--- src/rtl/cpu_fetch_pkg.sv ---
// Shared types and constants for the CPU instruction fetch stage.
package cpu_fetch_pkg;

    localparam int unsigned ADDR_W_DEF = 8;
    localparam int unsigned DATA_W_DEF = 8;

    // Decodes as no-write, no-jump in the controller.
    localparam logic [7:0] NOP_OPCODE = 8'h00;

    typedef enum logic [2:0] {
        StIdle,
        StWaitLo,
        StReqHi,
        StWaitHi,
        StHold,
        StDrain
    } fetch_state_e;

endpackage

--- src/rtl/instr_fetch_unit_if.sv ---
// CPU-side and ROM-side signals of the fetch unit; master is the fetch unit itself.
interface instr_fetch_unit_if #(
    parameter int unsigned ADDR_W = cpu_fetch_pkg::ADDR_W_DEF,
    parameter int unsigned DATA_W = cpu_fetch_pkg::DATA_W_DEF
);

    logic [ADDR_W-1:0] fetch_addr;
    logic              flush;
    logic              rom_req;
    logic [ADDR_W-1:0] rom_addr;
    logic              rom_rvalid;
    logic [DATA_W-1:0] rom_rdata;
    logic              instr_valid;
    logic              instr_ready;
    logic [DATA_W-1:0] opcode1;
    logic [DATA_W-1:0] opcode2;
    logic              misalign;
    logic              fetch_err;

    modport master (
        input  fetch_addr, flush, rom_rvalid, rom_rdata, instr_ready,
        output rom_req, rom_addr, instr_valid, opcode1, opcode2, misalign, fetch_err
    );

    modport slave (
        output fetch_addr, flush, rom_rvalid, rom_rdata, instr_ready,
        input  rom_req, rom_addr, instr_valid, opcode1, opcode2, misalign, fetch_err
    );

endinterface

--- src/rtl/fetch_timeout_ctr.sv ---
// Cycle counter for an outstanding ROM beat; expires on the TIMEOUT-th cycle counted
// from the request cycle itself.
module fetch_timeout_ctr #(
    parameter int unsigned TIMEOUT = 15
) (
    input  logic clk,
    input  logic reset,
    input  logic clear,
    input  logic enable,
    output logic expired
);

    localparam int unsigned CNT_W = $clog2(TIMEOUT + 1);
    // Request cycle plus the expiring cycle account for the missing two counts.
    localparam logic [CNT_W-1:0] LAST = CNT_W'((TIMEOUT > 1) ? TIMEOUT - 2 : 0);
    localparam logic [CNT_W-1:0] MAX  = CNT_W'(TIMEOUT);

    logic [CNT_W-1:0] cnt_q;

    always_ff @(posedge clk) begin
        if (reset || clear) begin
            cnt_q <= '0;
        end else if (enable && (cnt_q != MAX)) begin
            cnt_q <= cnt_q + CNT_W'(1);
        end
    end

    assign expired = enable && (cnt_q >= LAST);

endmodule

--- src/rtl/instr_fetch_unit.sv ---
// Two-beat instruction fetch from a byte-wide variable-latency ROM with valid/ready
// hand-off to the CPU, flush, timeout-to-NOP and misalignment reporting.
module instr_fetch_unit
    import cpu_fetch_pkg::*;
#(
    parameter int unsigned ADDR_W  = ADDR_W_DEF,
    parameter int unsigned DATA_W  = DATA_W_DEF,
    parameter int unsigned TIMEOUT = 15
) (
    input logic                clk,
    input logic                reset,
    instr_fetch_unit_if.master bus
);

    fetch_state_e      state_q;
    logic [ADDR_W-1:0] addr_q;
    logic [DATA_W-1:0] opcode1_q;
    logic [DATA_W-1:0] opcode2_q;
    logic              instr_valid_q;
    logic              misalign_q;
    logic              fetch_err_q;

    logic req_lo;
    logic req_hi;
    logic tmo_enable;
    logic tmo_expired;

    // Flush or reset suppresses a request so no second beat is ever outstanding.
    assign req_lo = (state_q == StIdle)  && !reset && !bus.flush;
    assign req_hi = (state_q == StReqHi) && !reset && !bus.flush;

    assign bus.rom_req  = req_lo || req_hi;
    assign bus.rom_addr = req_lo ? bus.fetch_addr :
                          req_hi ? addr_q + ADDR_W'(1) : '0;

    assign tmo_enable = (state_q == StWaitLo) || (state_q == StWaitHi) ||
                        (state_q == StDrain);

    fetch_timeout_ctr #(
        .TIMEOUT(TIMEOUT)
    ) u_timeout (
        .clk    (clk),
        .reset  (reset),
        .clear  (bus.rom_req),
        .enable (tmo_enable),
        .expired(tmo_expired)
    );

    always_ff @(posedge clk) begin
        if (reset) begin
            state_q       <= StIdle;
            addr_q        <= '0;
            opcode1_q     <= '0;
            opcode2_q     <= '0;
            instr_valid_q <= 1'b0;
            misalign_q    <= 1'b0;
            fetch_err_q   <= 1'b0;
        end else begin
            unique case (state_q)
                StIdle: begin
                    if (!bus.flush) begin
                        addr_q      <= bus.fetch_addr;
                        misalign_q  <= bus.fetch_addr[0];
                        fetch_err_q <= 1'b0;
                        state_q     <= StWaitLo;
                    end
                end
                StWaitLo: begin
                    if (bus.flush) begin
                        // Beat already answered or abandoned: nothing left to drain.
                        state_q <= (bus.rom_rvalid || tmo_expired) ? StIdle : StDrain;
                    end else if (bus.rom_rvalid) begin
                        opcode1_q <= bus.rom_rdata;
                        state_q   <= StReqHi;
                    end else if (tmo_expired) begin
                        opcode1_q     <= DATA_W'(NOP_OPCODE);
                        opcode2_q     <= DATA_W'(NOP_OPCODE);
                        fetch_err_q   <= 1'b1;
                        instr_valid_q <= 1'b1;
                        state_q       <= StHold;
                    end
                end
                StReqHi: begin
                    state_q <= bus.flush ? StIdle : StWaitHi;
                end
                StWaitHi: begin
                    if (bus.flush) begin
                        state_q <= (bus.rom_rvalid || tmo_expired) ? StIdle : StDrain;
                    end else if (bus.rom_rvalid) begin
                        opcode2_q     <= bus.rom_rdata;
                        instr_valid_q <= 1'b1;
                        state_q       <= StHold;
                    end else if (tmo_expired) begin
                        opcode1_q     <= DATA_W'(NOP_OPCODE);
                        opcode2_q     <= DATA_W'(NOP_OPCODE);
                        fetch_err_q   <= 1'b1;
                        instr_valid_q <= 1'b1;
                        state_q       <= StHold;
                    end
                end
                StHold: begin
                    if (bus.flush || bus.instr_ready) begin
                        instr_valid_q <= 1'b0;
                        state_q       <= StIdle;
                    end
                end
                StDrain: begin
                    if (bus.rom_rvalid || tmo_expired) begin
                        state_q <= StIdle;
                    end
                end
                default: state_q <= StIdle;
            endcase
        end
    end

    assign bus.instr_valid = instr_valid_q;
    assign bus.opcode1     = opcode1_q;
    assign bus.opcode2     = opcode2_q;
    assign bus.misalign    = misalign_q;
    assign bus.fetch_err   = fetch_err_q;

endmodule

--- src/flat_wrapper.sv ---
// flat-port wrapper written by rule: the top's interface ports become plain ports
module instr_fetch_unit_flat import cpu_fetch_pkg::*;
#(
    parameter int unsigned ADDR_W  = ADDR_W_DEF,
    parameter int unsigned DATA_W  = DATA_W_DEF,
    parameter int unsigned TIMEOUT = 15
)
  (clk, reset, bus_fetch_addr, bus_flush, bus_rom_rvalid, bus_rom_rdata, bus_instr_ready, bus_rom_req, bus_rom_addr, bus_instr_valid, bus_opcode1, bus_opcode2, bus_misalign, bus_fetch_err);
  instr_fetch_unit_if #(.ADDR_W(ADDR_W), .DATA_W(DATA_W)) bus_i ();
  input logic clk;
  input logic reset;
  input wire logic [$bits(bus_i.fetch_addr)-1:0] bus_fetch_addr;
  input wire logic [$bits(bus_i.flush)-1:0] bus_flush;
  input wire logic [$bits(bus_i.rom_rvalid)-1:0] bus_rom_rvalid;
  input wire logic [$bits(bus_i.rom_rdata)-1:0] bus_rom_rdata;
  input wire logic [$bits(bus_i.instr_ready)-1:0] bus_instr_ready;
  output wire logic [$bits(bus_i.rom_req)-1:0] bus_rom_req;
  output wire logic [$bits(bus_i.rom_addr)-1:0] bus_rom_addr;
  output wire logic [$bits(bus_i.instr_valid)-1:0] bus_instr_valid;
  output wire logic [$bits(bus_i.opcode1)-1:0] bus_opcode1;
  output wire logic [$bits(bus_i.opcode2)-1:0] bus_opcode2;
  output wire logic [$bits(bus_i.misalign)-1:0] bus_misalign;
  output wire logic [$bits(bus_i.fetch_err)-1:0] bus_fetch_err;
  assign bus_i.fetch_addr = bus_fetch_addr;
  assign bus_i.flush = bus_flush;
  assign bus_i.rom_rvalid = bus_rom_rvalid;
  assign bus_i.rom_rdata = bus_rom_rdata;
  assign bus_i.instr_ready = bus_instr_ready;
  assign bus_rom_req = bus_i.rom_req;
  assign bus_rom_addr = bus_i.rom_addr;
  assign bus_instr_valid = bus_i.instr_valid;
  assign bus_opcode1 = bus_i.opcode1;
  assign bus_opcode2 = bus_i.opcode2;
  assign bus_misalign = bus_i.misalign;
  assign bus_fetch_err = bus_i.fetch_err;
  instr_fetch_unit #(.ADDR_W(ADDR_W), .DATA_W(DATA_W), .TIMEOUT(TIMEOUT)) u_core (.clk(clk), .reset(reset), .bus(bus_i));
endmodule
--- config.mk ---
export PLATFORM = sky130hd
export DESIGN_NAME = instr_fetch_unit_flat
export DESIGN_NICKNAME = d
export VERILOG_FILES = /design/src/rtl/cpu_fetch_pkg.sv /design/src/rtl/instr_fetch_unit_if.sv /design/src/rtl/fetch_timeout_ctr.sv /design/src/rtl/instr_fetch_unit.sv /design/src/flat_wrapper.sv
export SDC_FILE = /design/constraint.sdc
export NUM_CORES = 1
export LEC_CHECK = 0
export ABC_AREA = 1
export CORE_MARGIN = 8
export CORE_UTILIZATION = 40
export DETAILED_ROUTE_END_ITERATION = 7
export GPL_TIMING_DRIVEN = 0
export PLACE_DENSITY_LB_ADDON = 0.2
export SLEW_MARGIN = 30
export SYNTH_ARGS = -nofsm -noshare
export SYNTH_HDL_FRONTEND = slang
export SYNTH_SLANG_ARGS = --single-unit
--- constraint.sdc ---
create_clock -name clk -period 4.25 [get_ports clk]
set_clock_uncertainty 0.15 [all_clocks]
set_input_delay 0.85 -clock clk [delete_from_list [all_inputs] [get_ports clk]]
set_output_delay 0.85 -clock clk [all_outputs]
set_load 0.005 [all_outputs]
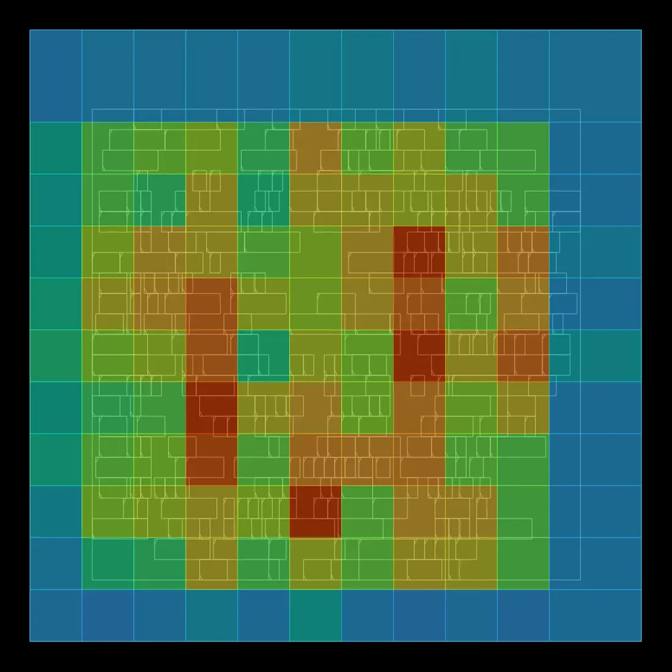
(routing congestion map)
All-Layer GR Usage: 13.75%
WL/cell: 12.96 µm
gr busiest metal: met2

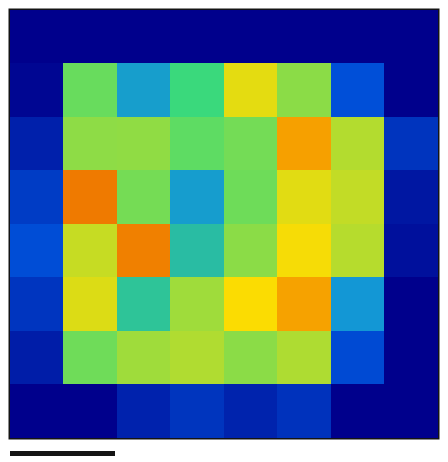
(placement density heat map)
The bar under the picture is 20 µm long. 8 x 8 tiles, from dark blue (low) to red (high), 0 to 100% covered.
- mean over tiles: 35%
- densest ninth of the die: centre
- fullest tile: 86%
- nearly empty tiles: 25%
- emptiest ninth of the die: lower right
- tiles over 75% full: 6.2%

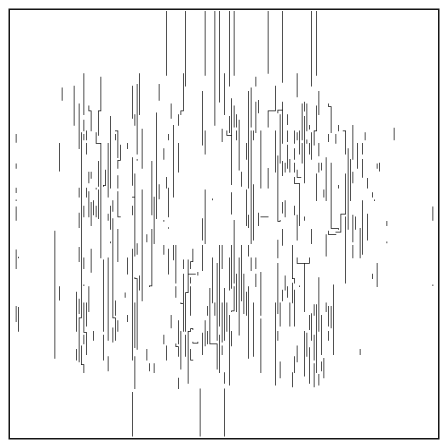
(the metal 2 layer)
- longest straight run: 35.2 µm
- wire length on this layer: 1880 µm
- main direction: vertical

per-stage QoR:
| step | hold slack [ns] | utilization, % | instances | total power [µW] |
|---|---|---|---|---|
| after floorplan | 0.2941 | - | 228 | 427.4 |
| after global placement | 0.2871 | 55.35 | 326 | 486.5 |
| after detailed placement | 0.2981 | 55.35 | 326 | 488.1 |
| after CTS | 0.3091 | 58.31 | 334 | 804.3 |
| after global routing | 0.3307 | 58.31 | 334 | 829.1 |
| final | 0.3061 | 58.31 | 334 | 794.8 |
worst paths after layout:
path | endpoint | slack, ns | depth (start not counted)
worst max-delay path | bus_rom_addr[7] | 0.46 | 9
worst max register to register | u_core.bus.opcode1[3] | 2.54 | 8
worst min-delay path | u_core.bus.instr_valid | 0.31 | 2
worst min register to register | u_core.bus.instr_valid | 0.31 | 2
==> impl_metrics.py <==
# Physical implementation metrics
metrics = {
    "global_route": {
        "antenna_found_initial": 0,
        "use_met3_pct": 6.512,
        "met2_usage_pct": 22.94,
        "grt_max_degree": 12,
    },
    "hold_path": {
        "holdCritPathClass": "reg2reg",
    },
    "power_and_ir_drop": {
        "internal-power_uw": 581.0,
        "pg_clk_uw": 314,
        "combPwrFrac_pct": 17.8,
        "power_density_nw_per_um2": 335.9,
        "power_switching_uw": 213.8,
    },
    "layout": {
        "num-nonclk-buffers": 51,
        "multi_input_comb_area_um2": 895.9,
        "clockNetworkAreaShare_pct": 5.077,
        "comb_share_pct": 37.86,
        "antenna_cells": 0,
        "fill_cells": 396,
        "drive_above_1_share_pct": 14.79,
        "buf_share_pct": 21.10,
        "lay_top_cells": "56 x nand2_1, 48 x clkdlybuf4s50_1, 33 x dfxtp_1",
    },
    "critical_path": {
        "crit_path_end_kind": "primary output",
        "slowest_delay_ns": 0.57,
        "path_max_fanout": 6,
    },
    "floorplanning": {
        "die_h_um": 81.25,
    },
    "yosys": {
        "edf_count": 0,
        "async_reset_ff_share_pct": 0,
        "adder_share_pct": 2.939,
        "topCombFamilyByArea": "simple AND/OR/NAND/NOR gates",
        "ys_sh_mux_pct": 0,
        "top_area_cell": "dfxtp_1",
        "avgSynthCellArea_um2": 7.469,
    },
    "sta": {
        "finalSetupTns_ns": 0,
        "fin_ws_ns": 0.4630,
        "finalSetupViolations": 0,
        "finalCriticalPeriod_ns": 3.787,
    },
    "detailed_routing": {
        "met1_length_mm": 1.937,
        "drtIter0Drc": 52,
        "wl_met2_mm": 1.876,
        "drt_pass1_iterations": 4,
    },
    "placement": {
        "port_buffers": 48,
    },
    "cts": {
        "tritoncts": "yes",
        "cts_setup_buffers": 0,
        "clk_latency_ns": 0.29,
    },
    "outcome": {
        "outcome": "finished, final reports clean",
    },
}
Power is estimated from default activity; no workload was simulated.
